Design ps2_kb_tx, sky130hd; sources not shown.
run_1/clock_nets.png
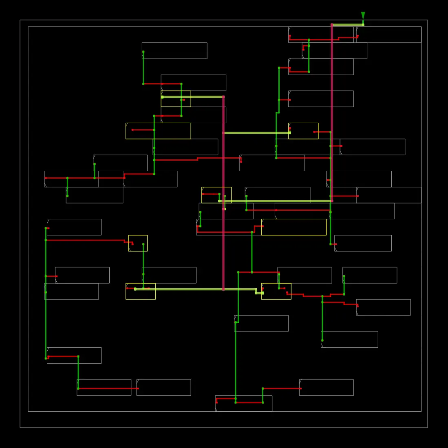
Num CTS Buffers: 5
clock buf count: 5
Latency at later pin: 0.29 ns
Clock group: 0.716 mW

run_1/m2.png
(4 px per um)
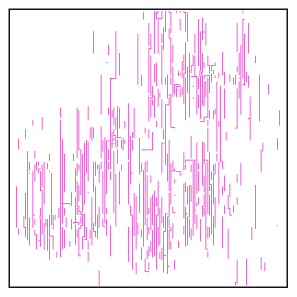
The wires run mostly vertical. The longest straight run is 34.3 um. 217 nets have wire on it. The layer carries 2110 um of wire. The layer holds 46% of the routed length.
met2 Usage GRT: 32.4%
total wire length: 4540 um

run_1/layers.png
(6 px per um)
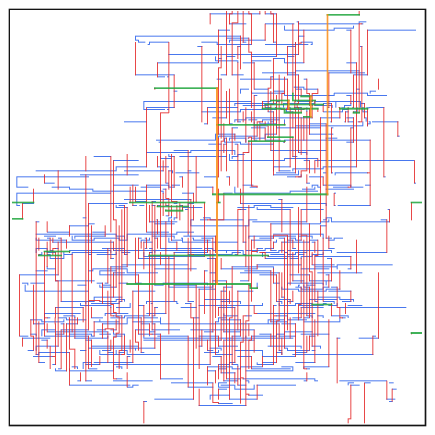
Orange marks M4, wire length 67.3 um. Green marks M3, wire length 176 um. Red marks M2, wire length 2110 um. Blue marks M1, wire length 2190 um.
Wirelength per Cell: 15.4 um
GR Util All Layers: 20.5%
via count: 1720

==> flow_metrics.py, run 1 <==
# Flow results
metrics = {
    "run_status": {
        "status": "finished, final reports clean",
    },
    "worst_setup_path": {
        "path_depth": 6,
        "worst-path-buf-inv": 1,
        "cp_cell_sequence": "inv_1, ha_1, nor2b_2, or4b_4, or4_4, nand3_1",
        "rr_worst_depth": 6,
        "required_ns": 2.44,
        "criticalPathCategory": "flip-flop to flip-flop",
        "cp.arrival_ns": 2.33,
        "cp_max_fo": 4,
        "crit_family": "simple AND/OR/NAND/NOR gates",
        "cpMaxStageDelayCell": "or4b_4",
        "cp_slowest_stage_delay_ns": 0.52,
    },
    "cells_and_area": {
        "regArea_sq_um": 1040,
        "largest_register_ffs": 9,
        "biggestCellCategory": "flip-flops and latches",
        "seq_cell_count": 38,
        "sh_seq_area_pct": 39.9,
        "instances_no_fill": 295,
        "final-clk-cell-share_pct": 5.28,
        "post-route-util_pct": 59.9,
        "final_cell_area_sq_um": 2610,
        "area_growth_pct": 23.1,
        "comb_share_pct": 39.3,
    },
    "place": {
        "gp_congestion": 0.880,
        "place_area_sq_um": 2430,
        "hpwl_um": 3250,
    },
    "global_routing": {
        "met1_usage_pct": 28.1,
        "grt_max_degree": 22,
        "grt_pass1_vias": 1640,
        "antenna_found_initial": 0,
        "busiest_layer": "met2",
    },
    "yosys": {
        "synth_area_per_cell_sq_um": 9.99,
        "synthSimpleGateAreaFrac_pct": 18.8,
        "yosysUniqueCellTypes": 44,
        "ys.flop_type": "dfrtp_1",
        "synthTopCellsByArea": "edfxtp_1 24%, dfrtp_1 21%, xnor2_1 5.4%, ha_1 5.3%, nand2_1 4.6%",
        "ys_sh_adder_pct": 5.32,
        "async_reset_ff_share_pct": 55.3,
        "synth_warnings": 0,
        "ys_cells": 212,
        "yosysTopAreaCellShare_pct": 24.1,
    },
    "clock_network": {
        "clockBufferDepth": 2,
        "clkSinkCount": 38,
        "cts_tree": "yes",
        "postCtsSetupBuffers": 0,
        "postCtsHoldBufs": 0,
        "htree_levels": 2,
        "path_clk_slew_ns": 0.08,
    },
    "floorplan": {
        "tap_cells": 52,
        "dieArea_sq_um": 4780,
        "core_sq_um": 4350,
        "fp_util_pct": 48.6,
        "dieHeight_um": 69.1,
    },
    "detailed_routing": {
        "drtAntennaViolNets": 0,
        "drc": 0,
        "dr_wl_met2_um": 2110,
        "drt_pre_antenna_iters": 7,
        "wl_met1_um": 2190,
    },
    "job": {
        "cap_violations": 0,
    },
    "final_timing": {
        "slew_viol_final": 0,
        "worst_slack_ns": 0.106,
        "max_slew_margin_pct": 62.7,
        "finalSetupTns_ns": 0,
        "post-route-period-util_pct": 95.2,
        "finalSetupViolCount": 0,
    },
    "power": {
        "power_frac_comb_pct": 41.9,
        "switchingPower_mw": 1.13,
        "powerComb_mw": 1.29,
    },
    "hold_path": {
        "min_path_type": "flip-flop to flip-flop",
    },
}
run_1/m3.png
(4 px per um) Cells faint in the background.
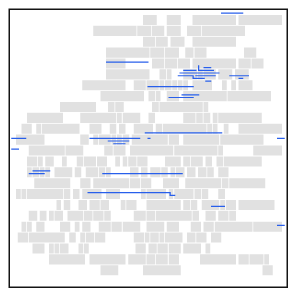

## Run 2: what changed since run 1
--- a/config.mk
+++ b/config.mk
@@ -5,10 +5,12 @@
 export SDC_FILE = /design/constraint.sdc
 export NUM_CORES = 1
 export LEC_CHECK = 0
+export ABC_AREA = 1
 export CAP_MARGIN = 10
 export CORE_UTILIZATION = 47
 export DETAILED_ROUTE_END_ITERATION = 16
 export PLACE_DENSITY = 0.78
+export RECOVER_POWER = 100
 export SETUP_SLACK_MARGIN = 0.05
 export SLEW_MARGIN = 10
 export SYNTH_ARGS = -nofsm -noshare
run_2/m3.png
(4 px per um) Cells faint in the background.
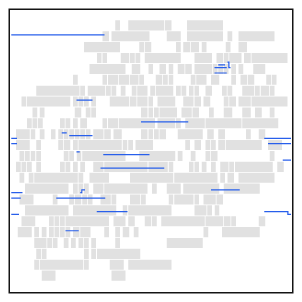
The layer carries 141 um of wire. The longest straight run is 23.0 um.
via count: 1781
M3 GR Usage: 4.76%
total wire length: 4080 um

run_2/layers.png
(6 px per um)
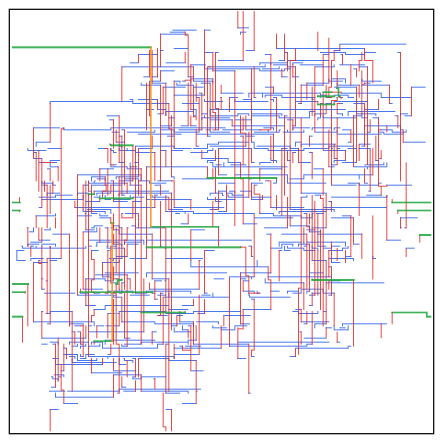
Blue marks M1, wire length 1950 um. Orange marks M4, wire length 49.6 um. Red marks M2, wire length 1940 um. Green marks M3, wire length 141 um.
Wirelength per Cell: 11.7 um
GR Util All Layers: 18.2%

==> run 2 against run 1 <==
Effect of this change: the run now ends with design-rule violations left; via count is 3.5% higher; synthesized area is 4.1% higher; sequential share of layout area is 1.9 points higher; power is 8.3% lower; critical path type is now input port to flip-flop.
==> flow_metrics.py, run 2 <==
# Flow results
metrics = {
    "power": {
        "p_seq_mw": 1.11,
        "powerComb_mw": 1.13,
        "clock_power_mw": 0.596,
        "max-vdd-ir-drop_uv": 550,
        "power_frac_comb_pct": 39.9,
        "switchingPower_mw": 1.14,
    },
    "yosys": {
        "async_reset_ff_share_pct": 55.3,
        "yosysTopAreaCellShare_pct": 23.2,
        "ys_cells": 273,
        "top_cell": "nand2_1",
        "synth_area_per_cell_sq_um": 8.08,
        "synth_seq_share_pct": 47.2,
        "ys_sh_adder_pct": 5.11,
        "yosysUniqueCellTypes": 35,
        "synthTopCellsByArea": "edfxtp_1 23%, dfrtp_1 20%, nand2_1 16%, inv_1 6.3%, ha_1 5.1%",
        "ys.flop_type": "dfrtp_1",
        "synthSimpleGateAreaFrac_pct": 28.0,
        "syn_area_sq_um": 2200,
        "synth_warnings": 0,
        "ys_sh_aoi_pct": 9.02,
        "synthMuxAreaShare_pct": 0,
    },
    "final_timing": {
        "hold_violations": 0,
        "rsz0062_at_grt": "false",
        "finalSetupTns_ns": 0,
        "worst_slack_ns": 0.213,
        "max_slew_margin_pct": 25.0,
        "post-route-period-util_pct": 90.3,
        "period_minus_slack_ns": 1.99,
        "finalSetupViolCount": 0,
        "slew_viol_final": 0,
    },
    "detailed_routing": {
        "drt_iter0_drc": 115,
        "drc": 2,
        "drtAntennaViolNets": 0,
        "dr_wl_met2_um": 1940,
        "wl_met1_um": 1950,
        "dr_wl_met3_um": 140,
        "drt_pre_antenna_iters": 10,
        "top_layer": "met4",
    },
    "worst_setup_path": {
        "cp_cell_sequence": "clkdlybuf4s50_1, inv_1, nand2_1, nand3b_1, nor2_1, nand3_4, inv_1",
        "crit_family": "buffers and inverters",
        "worst-path-buf-inv": 3,
        "required_ns": 2.15,
        "start_kind": "input port",
        "cp_max_fo": 11,
        "cpMaxStageDelayCell": "clkdlybuf4s50_1",
        "cp_slowest_stage_delay_ns": 0.49,
        "worst_path_most_repeated_cell": "inv_1",
        "reg2reg_slack_ns": 0.25,
        "rr_worst_depth": 6,
        "criticalPathCategory": "input port to flip-flop",
        "cp.arrival_ns": 1.93,
        "path_depth": 7,
    },
    "cells_and_area": {
        "post-route-util_pct": 56.0,
        "instances_no_fill": 349,
        "comb_share_pct": 39.0,
        "bufAreaShareNonClock_pct": 6.14,
        "clock_buffers": 5,
        "antenna_cells": 0,
        "layout_top_cells": "94 x nand2_1, 38 x inv_1, 22 x nor2_1",
        "largest_register_ffs": 9,
        "final_cell_area_sq_um": 2490,
        "sh_seq_area_pct": 41.8,
        "combGateArea_sq_um": 970,
        "seq_cell_count": 38,
        "final_layout_size_suffix_gt1_share_pct": 8.42,
        "final-clk-cell-share_pct": 4.58,
        "regArea_sq_um": 1040,
        "area_growth_pct": 12.8,
        "biggestCellCategory": "flip-flops and latches",
    },
    "run_status": {
        "violations": "design-rule violations",
        "status": "finished with violations",
    },
    "global_routing": {
        "grt_max_degree": 22,
        "met1_usage_pct": 23.6,
        "grt_pass1_vias": 1605,
        "antenna_found_initial": 0,
        "busiest_layer": "met2",
        "globalRoute.totalOverflow": 0,
        "use_met2_pct": 28.6,
    },
    "floorplan": {
        "core_sq_um": 4440,
        "dieArea_sq_um": 4970,
        "die_x_um": 70.5,
        "fp_util_pct": 49.6,
        "dieHeight_um": 70.5,
        "tap_cells": 52,
    },
    "place": {
        "hpwl_um": 3030,
        "gp_congestion": 0.865,
        "place_area_sq_um": 2460,
    },
    "clock_network": {
        "postCtsSetupBuffers": 0,
        "clockBufferDepth": 2,
        "path_clk_slew_ns": 0.08,
        "cts_inserted_buffers": 5,
        "postCtsHoldBufs": 0,
        "htree_levels": 2,
        "cts_tree": "yes",
        "clkSinkCount": 38,
        "insertion_delay_ns": 0.29,
    },
    "hold_path": {
        "hold_depth": 2,
        "min_path_type": "flip-flop to flip-flop",
    },
    "job": {
        "cap_violations": 0,
    },
}
Power and IR drop assume default switching activity.
